### src/rtl/regfile_dump_streamer_pkg.sv
// Shared definitions for the register-file dump streamer and its register-file peers.
// State encoding, frame constants and register-file geometry live here.
package regfile_dump_streamer_pkg;

  localparam int REG_COUNT      = 32;
  localparam int REG_ADDR_W     = 5;
  localparam int WORD_W         = 32;
  localparam int BYTES_PER_WORD = WORD_W / 8;

  localparam logic [7:0] HEADER_BYTE_DEF = 8'hA5;

  typedef enum logic [2:0] {
    ST_IDLE   = 3'd0,
    ST_HEADER = 3'd1,
    ST_LOAD   = 3'd2,
    ST_SEND   = 3'd3,
    ST_CHECK  = 3'd4,
    ST_DONE   = 3'd5
  } dump_state_e;

  // Most-significant byte of a register word; bytes leave the block MSB first.
  function automatic logic [7:0] msb_byte(input logic [WORD_W-1:0] w);
    return w[WORD_W-1 -: 8];
  endfunction

endpackage

### src/rtl/regfile_dump_streamer_if.sv
// Register-file read port plus byte-stream valid/ready channel of the dump streamer.
// master = streamer side, slave = register file / byte sink side.
interface regfile_dump_streamer_if;
  import regfile_dump_streamer_pkg::*;

  logic [REG_ADDR_W-1:0] rd_addr;
  logic [WORD_W-1:0]     rd_data;
  logic [7:0]            byte_data;
  logic                  byte_valid;
  logic                  byte_ready;

  modport master (
    output rd_addr, byte_data, byte_valid,
    input  rd_data, byte_ready
  );

  modport slave (
    input  rd_addr, byte_data, byte_valid,
    output rd_data, byte_ready
  );

endinterface

### src/rtl/regfile_dump_streamer_serializer.sv
// word_byte_serializer: holds one captured register word and steps through its bytes MSB first.
// load captures a word, adv consumes one byte; last_byte flags the 4th byte of the word.
module word_byte_serializer
  import regfile_dump_streamer_pkg::*;
(
  input  logic              clk,
  input  logic              rst,
  input  logic              load,
  input  logic              adv,
  input  logic [WORD_W-1:0] word,
  output logic [7:0]        nxt_byte,
  output logic              last_byte
);

  logic [WORD_W-1:0] shift;
  logic [2:0]        cnt;

  always_ff @(posedge clk or posedge rst) begin
    if (rst) begin
      shift <= '0;
      cnt   <= '0;
    end else if (load) begin
      shift <= word;
      cnt   <= '0;
    end else if (adv) begin
      shift <= {shift[WORD_W-9:0], 8'h00};
      cnt   <= cnt + 3'd1;
    end
  end

  // Byte that follows the one currently on the bus, so the owner can register it ahead.
  assign nxt_byte  = shift[WORD_W-9 -: 8];
  assign last_byte = (cnt == 3'(BYTES_PER_WORD - 1));

endmodule

### src/rtl/regfile_dump_streamer.sv
// Debug dump of a register range as a framed byte stream: header, MSB-first words, XOR checksum.
// All bus outputs are registered; byte_valid never looks at byte_ready combinationally.
module regfile_dump_streamer
  import regfile_dump_streamer_pkg::*;
#(
  parameter int         FIRST_REG   = 0,
  parameter int         LAST_REG    = 31,
  parameter logic [7:0] HEADER_BYTE = HEADER_BYTE_DEF
) (
  input  logic                    clk,
  input  logic                    rst,
  input  logic                    start,
  output logic                    busy,
  output logic                    done,
  regfile_dump_streamer_if.master bus
);

  localparam logic [REG_ADDR_W-1:0] FIRST_A = REG_ADDR_W'(FIRST_REG);
  localparam logic [REG_ADDR_W-1:0] LAST_A  = REG_ADDR_W'(LAST_REG);

  dump_state_e           state;
  logic [REG_ADDR_W-1:0] rd_addr;
  logic [7:0]            byte_data;
  logic [7:0]            checksum;
  logic                  byte_valid;
  logic                  hs;
  logic                  ser_load;
  logic                  ser_adv;
  logic [7:0]            nxt_byte;
  logic                  last_byte;

  assign hs       = byte_valid & bus.byte_ready;
  assign ser_load = (state == ST_LOAD);
  assign ser_adv  = (state == ST_SEND) & hs;

  word_byte_serializer u_ser (
    .clk       (clk),
    .rst       (rst),
    .load      (ser_load),
    .adv       (ser_adv),
    .word      (bus.rd_data),
    .nxt_byte  (nxt_byte),
    .last_byte (last_byte)
  );

  always_ff @(posedge clk or posedge rst) begin
    if (rst) begin
      state      <= ST_IDLE;
      rd_addr    <= FIRST_A;
      byte_data  <= '0;
      byte_valid <= 1'b0;
      busy       <= 1'b0;
      done       <= 1'b0;
      checksum   <= '0;
    end else begin
      case (state)
        ST_IDLE: begin
          if (start) begin
            state      <= ST_HEADER;
            checksum   <= '0;
            rd_addr    <= FIRST_A;
            byte_data  <= HEADER_BYTE;
            byte_valid <= 1'b1;
            busy       <= 1'b1;
          end
        end
        ST_HEADER: begin
          if (hs) begin
            state      <= ST_LOAD;
            byte_valid <= 1'b0;
          end
        end
        ST_LOAD: begin
          // The register is sampled here and only here; later CPU writes miss this frame.
          state      <= ST_SEND;
          byte_data  <= msb_byte(bus.rd_data);
          byte_valid <= 1'b1;
        end
        ST_SEND: begin
          if (hs) begin
            checksum <= checksum ^ byte_data;
            if (!last_byte) begin
              byte_data <= nxt_byte;
            end else if (rd_addr == LAST_A) begin
              // Checksum byte goes out back-to-back with the final data byte.
              state     <= ST_CHECK;
              byte_data <= checksum ^ byte_data;
            end else begin
              state      <= ST_LOAD;
              rd_addr    <= rd_addr + REG_ADDR_W'(1);
              byte_valid <= 1'b0;
            end
          end
        end
        ST_CHECK: begin
          if (hs) begin
            state      <= ST_DONE;
            byte_valid <= 1'b0;
            done       <= 1'b1;
          end
        end
        ST_DONE: begin
          state <= ST_IDLE;
          done  <= 1'b0;
          busy  <= 1'b0;
        end
        default: begin
          state      <= ST_IDLE;
          byte_valid <= 1'b0;
          busy       <= 1'b0;
          done       <= 1'b0;
        end
      endcase
    end
  end

  assign bus.rd_addr    = rd_addr;
  assign bus.byte_data  = byte_data;
  assign bus.byte_valid = byte_valid;

endmodule
### src/flat_wrapper.sv
// flat-port wrapper written by rule: the top's interface ports become plain ports
module regfile_dump_streamer_flat import regfile_dump_streamer_pkg::*;
#(
  parameter int         FIRST_REG   = 0,
  parameter int         LAST_REG    = 31,
  parameter logic [7:0] HEADER_BYTE = HEADER_BYTE_DEF
)
  (clk, rst, start, busy, done, bus_rd_addr, bus_byte_data, bus_byte_valid, bus_rd_data, bus_byte_ready);
  regfile_dump_streamer_if bus_i ();
  input  logic clk;
  input  logic rst;
  input  logic start;
  output logic busy;
  output logic done;
  output wire logic [$bits(bus_i.rd_addr)-1:0] bus_rd_addr;
  output wire logic [$bits(bus_i.byte_data)-1:0] bus_byte_data;
  output wire logic [$bits(bus_i.byte_valid)-1:0] bus_byte_valid;
  input wire logic [$bits(bus_i.rd_data)-1:0] bus_rd_data;
  input wire logic [$bits(bus_i.byte_ready)-1:0] bus_byte_ready;
  assign bus_rd_addr = bus_i.rd_addr;
  assign bus_byte_data = bus_i.byte_data;
  assign bus_byte_valid = bus_i.byte_valid;
  assign bus_i.rd_data = bus_rd_data;
  assign bus_i.byte_ready = bus_byte_ready;
  regfile_dump_streamer #(.FIRST_REG(FIRST_REG), .LAST_REG(LAST_REG), .HEADER_BYTE(HEADER_BYTE)) u_core (.clk(clk), .rst(rst), .start(start), .busy(busy), .done(done), .bus(bus_i));
endmodule
### config.mk
export PLATFORM = sky130hd
export DESIGN_NAME = regfile_dump_streamer_flat
export DESIGN_NICKNAME = d
export VERILOG_FILES = /design/src/rtl/regfile_dump_streamer_pkg.sv /design/src/rtl/regfile_dump_streamer_if.sv /design/src/rtl/regfile_dump_streamer_serializer.sv /design/src/rtl/regfile_dump_streamer.sv /design/src/flat_wrapper.sv
export SDC_FILE = /design/constraint.sdc
export NUM_CORES = 1
export LEC_CHECK = 0
export CAP_MARGIN = 20
export CORE_AREA = 2 2 78 80
export CTS_BUF_LIST = sky130_fd_sc_hd__clkbuf_4 sky130_fd_sc_hd__clkbuf_8
export DETAILED_ROUTE_END_ITERATION = 10
export DIE_AREA = 0 0 80 82
export PLACE_DENSITY = 0.78
export SYNTH_ARGS = -nofsm -noshare
export SYNTH_HDL_FRONTEND = slang
export SYNTH_SLANG_ARGS = --single-unit
### constraint.sdc
create_clock -name clk -period 2.03 [get_ports clk]
set_input_delay 0.203 -clock clk [delete_from_list [all_inputs] [get_ports clk]]
set_output_delay 0.203 -clock clk [all_outputs]
set_load 0.05 [all_outputs]
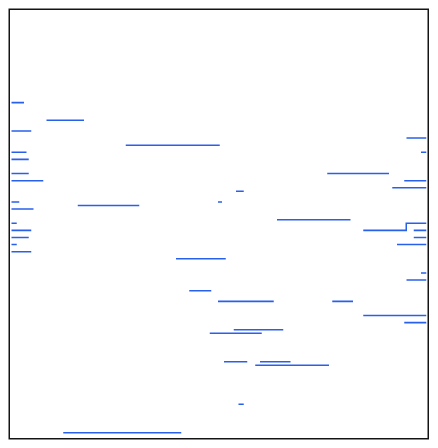
(run_1/layer_met3.png)
- share of all routed wire: 4.0%
- main direction: horizontal
- longest straight run: 22.3 um

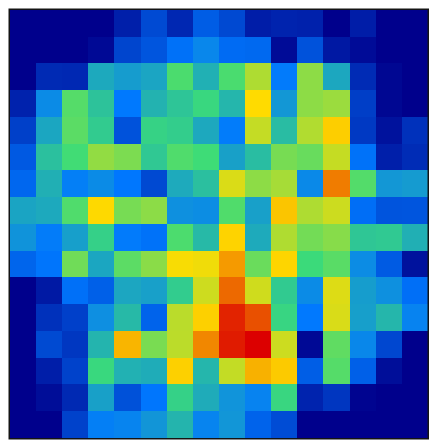
(run_1/metal_density.png)
16 x 16 tiles, from dark blue (low) to red (high), scaled to the fullest tile. Values are wire area over tile area, all layers added.
- nearly empty tiles: 14%
- tiles over half the peak: 27%
- fullest tile: 0.44
- mean over tiles: 0.15

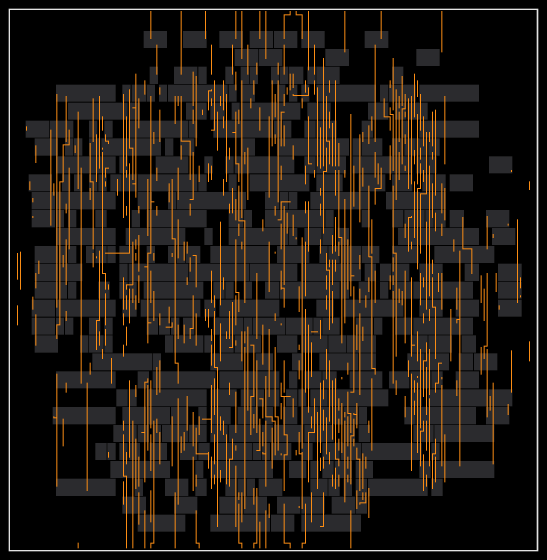
(run_1/layer_met2.png)
- main direction: vertical
- longest straight run: 32.6 um
- wire length on this layer: 2970 um
- nets with wire on the layer: 318

==> CHANGELOG.md, run 1 <==
### Implementation results

- Status: finished clean
- Area grow syn2layout: 30.82%
- Clk Tree Root Cell: clkbuf_8
- DRC violations left: 0
- Total met3 wirelength after detailed routing: 247 um
- Library cell with the highest instance count after synthesis: nand2_1
- Flip-flops with a built-in enable: 0
- Top Registers: u_core.u_ser.shift x24, u_core.bus.byte_data x8, u_core.checksum x8
- Total of max-cap violations: 0
- Total Die Area: 6560 um^2
- Width of the chip: ~80 um
- Critical Path Source Type: flop
- Final instance count without filler cells: around 440
- Share of cell area taken by multi-input logic gates: 37.00%
- Rows: 28
- Fillers: between 500 and 600
- Crit path launch: u_core.bus.rd_addr[1]$_DFFE_PP0P_
- Chip height: 82 um
- Most Crowded Layer GR: met2
- Net switching share of the total power: just over 40%
- Endpoint of the worst setup timing path: u_core.bus.byte_data[6]$_DFFE_PP0P_
- Signal buffers share of area: 18.55%
- Core utilization before placement: between 40% and 50%
- Buffers on Ports: 51
- Main flop type after synthesis: dfrtp_1
- PnR Total Power: 4.866 mW
- Area inside the core boundary: 5746 um^2
- Hold bufs inserted after CTS: 0
- Number of vias after detailed routing: ~2400
- Leakage power summed over all cells: 1.532 nW
- Internal Dissipation: 2.847 mW
- Total clock sinks: 54
- Fraction of the core area covered by cells at the end of the flow: 62.22%
- Area of the synthesized netlist per yosys stat: 2733 um^2
- Sequential portion of the cell area: 37.91%
- Most common cell on crit path: ha_4
- Top pwr grp: combinational logic
- Synth Register Bits: between 50 and 60
- Leading area contributor after synthesis: dfrtp_1
- Worst Setup Path Type: reg2reg
- Number of warnings the tools reported: 27
- DR vias/cell: between 5 and 6
- Fraction of registers with async set/reset: 100.0%
- Power of the combinational group: ~2.3 mW
- Ratio of total power to cell area: 1361 nW/um^2
- Top-Level Pins: 52
- YS warnings: 0
- Clock transition at the registers of the reported paths: 0.10 ns
==> run 1 -> run 2 <==
--- a/config.mk
+++ b/config.mk
@@ -5,6 +5,7 @@
 export SDC_FILE = /design/constraint.sdc
 export NUM_CORES = 1
 export LEC_CHECK = 0
+export ABC_AREA = 0
 export CAP_MARGIN = 20
 export CORE_AREA = 2 2 78 80
 export CTS_BUF_LIST = sky130_fd_sc_hd__clkbuf_4 sky130_fd_sc_hd__clkbuf_8
==> constraint.sdc (replaced) <==
create_clock -name clk -period 1.6 [get_ports clk]
set_input_delay 0.16 -clock clk [delete_from_list [all_inputs] [get_ports clk]]
set_output_delay 0.16 -clock clk [all_outputs]
set_load 0.05 [all_outputs]
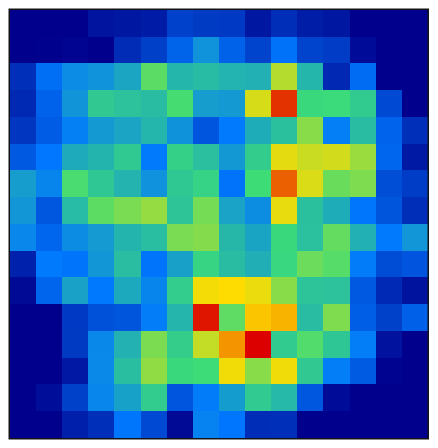
(run_2/metal_density.png)
16 x 16 tiles, from dark blue (low) to red (high), scaled to the fullest tile. Values are wire area over tile area, all layers added.
- tiles over half the peak: 18%
- nearly empty tiles: 14%
- emptiest ninth of the die: bottom left
- fullest tile: 0.55
- mean over tiles: 0.17

==> run 2 against run 1 <==
Clock skew shrank 0.0036 ns. Fmax grew 5.4%. The flow now finishes with violations (negative setup slack). Routed wire length grew 13%. Cell count grew 4.5%. First-iteration DRC count grew 5.4%. Setup slack lost 0.33 ns. Area after synthesis is the same. Utilization grew 4.1 points. Non-clock buffer count grew 20.
==> CHANGELOG.md, run 2 <==
### Implementation results

- Main flop type after synthesis: dfrtp_1 (unchanged)
- Ratio of total power to cell area: 1725 nW/um^2 (was 1361 nW/um^2)
- Critical Path Source Type: flop (unchanged)
- Area of the synthesized netlist per yosys stat: 2733 um^2 (unchanged)
- Synth Register Bits: 54 (unchanged)
- Library cell with the highest instance count after synthesis: nand2_1 (unchanged)
- Sequential portion of the cell area: 35.70% (was 37.91%)
- PnR Total Power: 6.573 mW (was 4.866 mW)
- Final instance count without filler cells: 462 (was 442)
- DRC violations left: 0 (unchanged)
- Most Crowded Layer GR: met2 (unchanged)
- Final WS setup: -0.2358 ns (was 0.09472 ns)
- Net switching share of the total power: 41.85% (was 41.50%)
- DR vias/cell: 5.478 (was 5.416)
- Setup violation total in the final timing report: 12 (was 0)
- Internal Dissipation: 3.822 mW (was 2.847 mW)
- Chip height: 82 um (unchanged)
- Rows: 28 (unchanged)
- Flip-flops with a built-in enable: 0 (unchanged)
- Violated checks: negative setup slack
- Area inside the core boundary: 5746 um^2 (unchanged)
- Number of warnings the tools reported: 29 (was 27)
- Signal buffers share of area: 21.48% (was 18.55%)
- Share of cell area taken by multi-input logic gates: 36.58% (was 37.00%)
- Total Die Area: 6560 um^2 (unchanged)
- Core utilization before placement: 47.56% (unchanged)
- Status: finished with violations (was finished clean)
- Top-Level Pins: 52 (unchanged)
- Power of the combinational group: 3.29 mW (was 2.29 mW)
- Endpoint of the worst setup timing path: u_core.bus.byte_data[6]$_DFFE_PP0P_ (unchanged)
- Number of vias after detailed routing: 2531 (was 2394)
- Fraction of the core area covered by cells at the end of the flow: 66.31% (was 62.22%)
- Worst Setup Path Type: reg2reg (unchanged)
- Buffers on Ports: 51 (unchanged)
- Clock transition at the registers of the reported paths: 0.10 ns (about the same)
- Clk Tree Root Cell: clkbuf_8 (unchanged)
==> run 2 -> run 3 <==
--- a/config.mk
+++ b/config.mk
@@ -6,7 +6,6 @@
 export NUM_CORES = 1
 export LEC_CHECK = 0
 export ABC_AREA = 0
-export CAP_MARGIN = 20
 export CORE_AREA = 2 2 78 80
 export CTS_BUF_LIST = sky130_fd_sc_hd__clkbuf_4 sky130_fd_sc_hd__clkbuf_8
 export DETAILED_ROUTE_END_ITERATION = 10
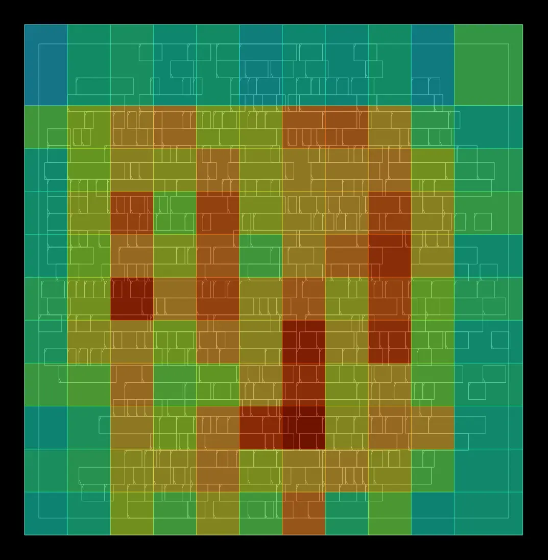
(run_3/congestion.png)
fraction of the core area covered by cells at the end of the flow: 66.31%
Most Crowded Layer GR: met2
met3 Use GR: 3.736%
Routed wire per std cell: 15.19 um

==> run 3 against run 2 <==
The flow still finishes with violations (negative setup slack). Die size unchanged. Setup slack stayed put. Clock power barely moved. Clock-buffer cell count is the same. First-iteration DRC count unchanged. Sequential cell count stayed put. Non-clock buffer count did not move. Synthesized cell count did not move. Via count did not move. Fmax unchanged. Critical path depth did not move. Global-route usage did not move. Largest cell class unchanged.
==> CHANGELOG.md, run 3 <==
### Implementation results

- Signal buffers share of area: 21.48% (unchanged)
- Library cell with the highest instance count after synthesis: nand2_1 (unchanged)
- Final instance count without filler cells: 462 (unchanged)
- Sequential portion of the cell area: 35.70% (unchanged)
- Violated checks: negative setup slack (unchanged)
- Critical Path Source Type: flop (unchanged)
- Rows: 28 (unchanged)
- Power of the combinational group: 3.29 mW (about the same)
- Clk Tree Root Cell: clkbuf_8 (unchanged)
- Synth Register Bits: 54 (unchanged)
- Hold bufs inserted after CTS: 0 (unchanged)
- Final WS setup: -0.2358 ns (unchanged)
- Area inside the core boundary: 5746 um^2 (unchanged)
- PnR Total Power: 6.573 mW (unchanged)
- Share of cell area taken by multi-input logic gates: 36.58% (unchanged)
- Top pwr grp: combinational logic (unchanged)
- Worst Setup Path Type: reg2reg (unchanged)
- Setup violation total in the final timing report: 12 (unchanged)
- Status: finished with violations (unchanged)
- Chip height: 82 um (unchanged)
- Top-Level Pins: 52 (unchanged)
- Total of max-cap violations: 0 (unchanged)
- Number of warnings the tools reported: 29 (unchanged)
- Core utilization before placement: 47.56% (unchanged)
- DR vias/cell: 5.478 (unchanged)
- Net switching share of the total power: 41.85% (unchanged)
- Flip-flops with a built-in enable: 0 (unchanged)
- Endpoint of the worst setup timing path: u_core.bus.byte_data[6]$_DFFE_PP0P_ (unchanged)
- Ratio of total power to cell area: 1725 nW/um^2 (unchanged)
Power is estimated from default activity; no workload was simulated.
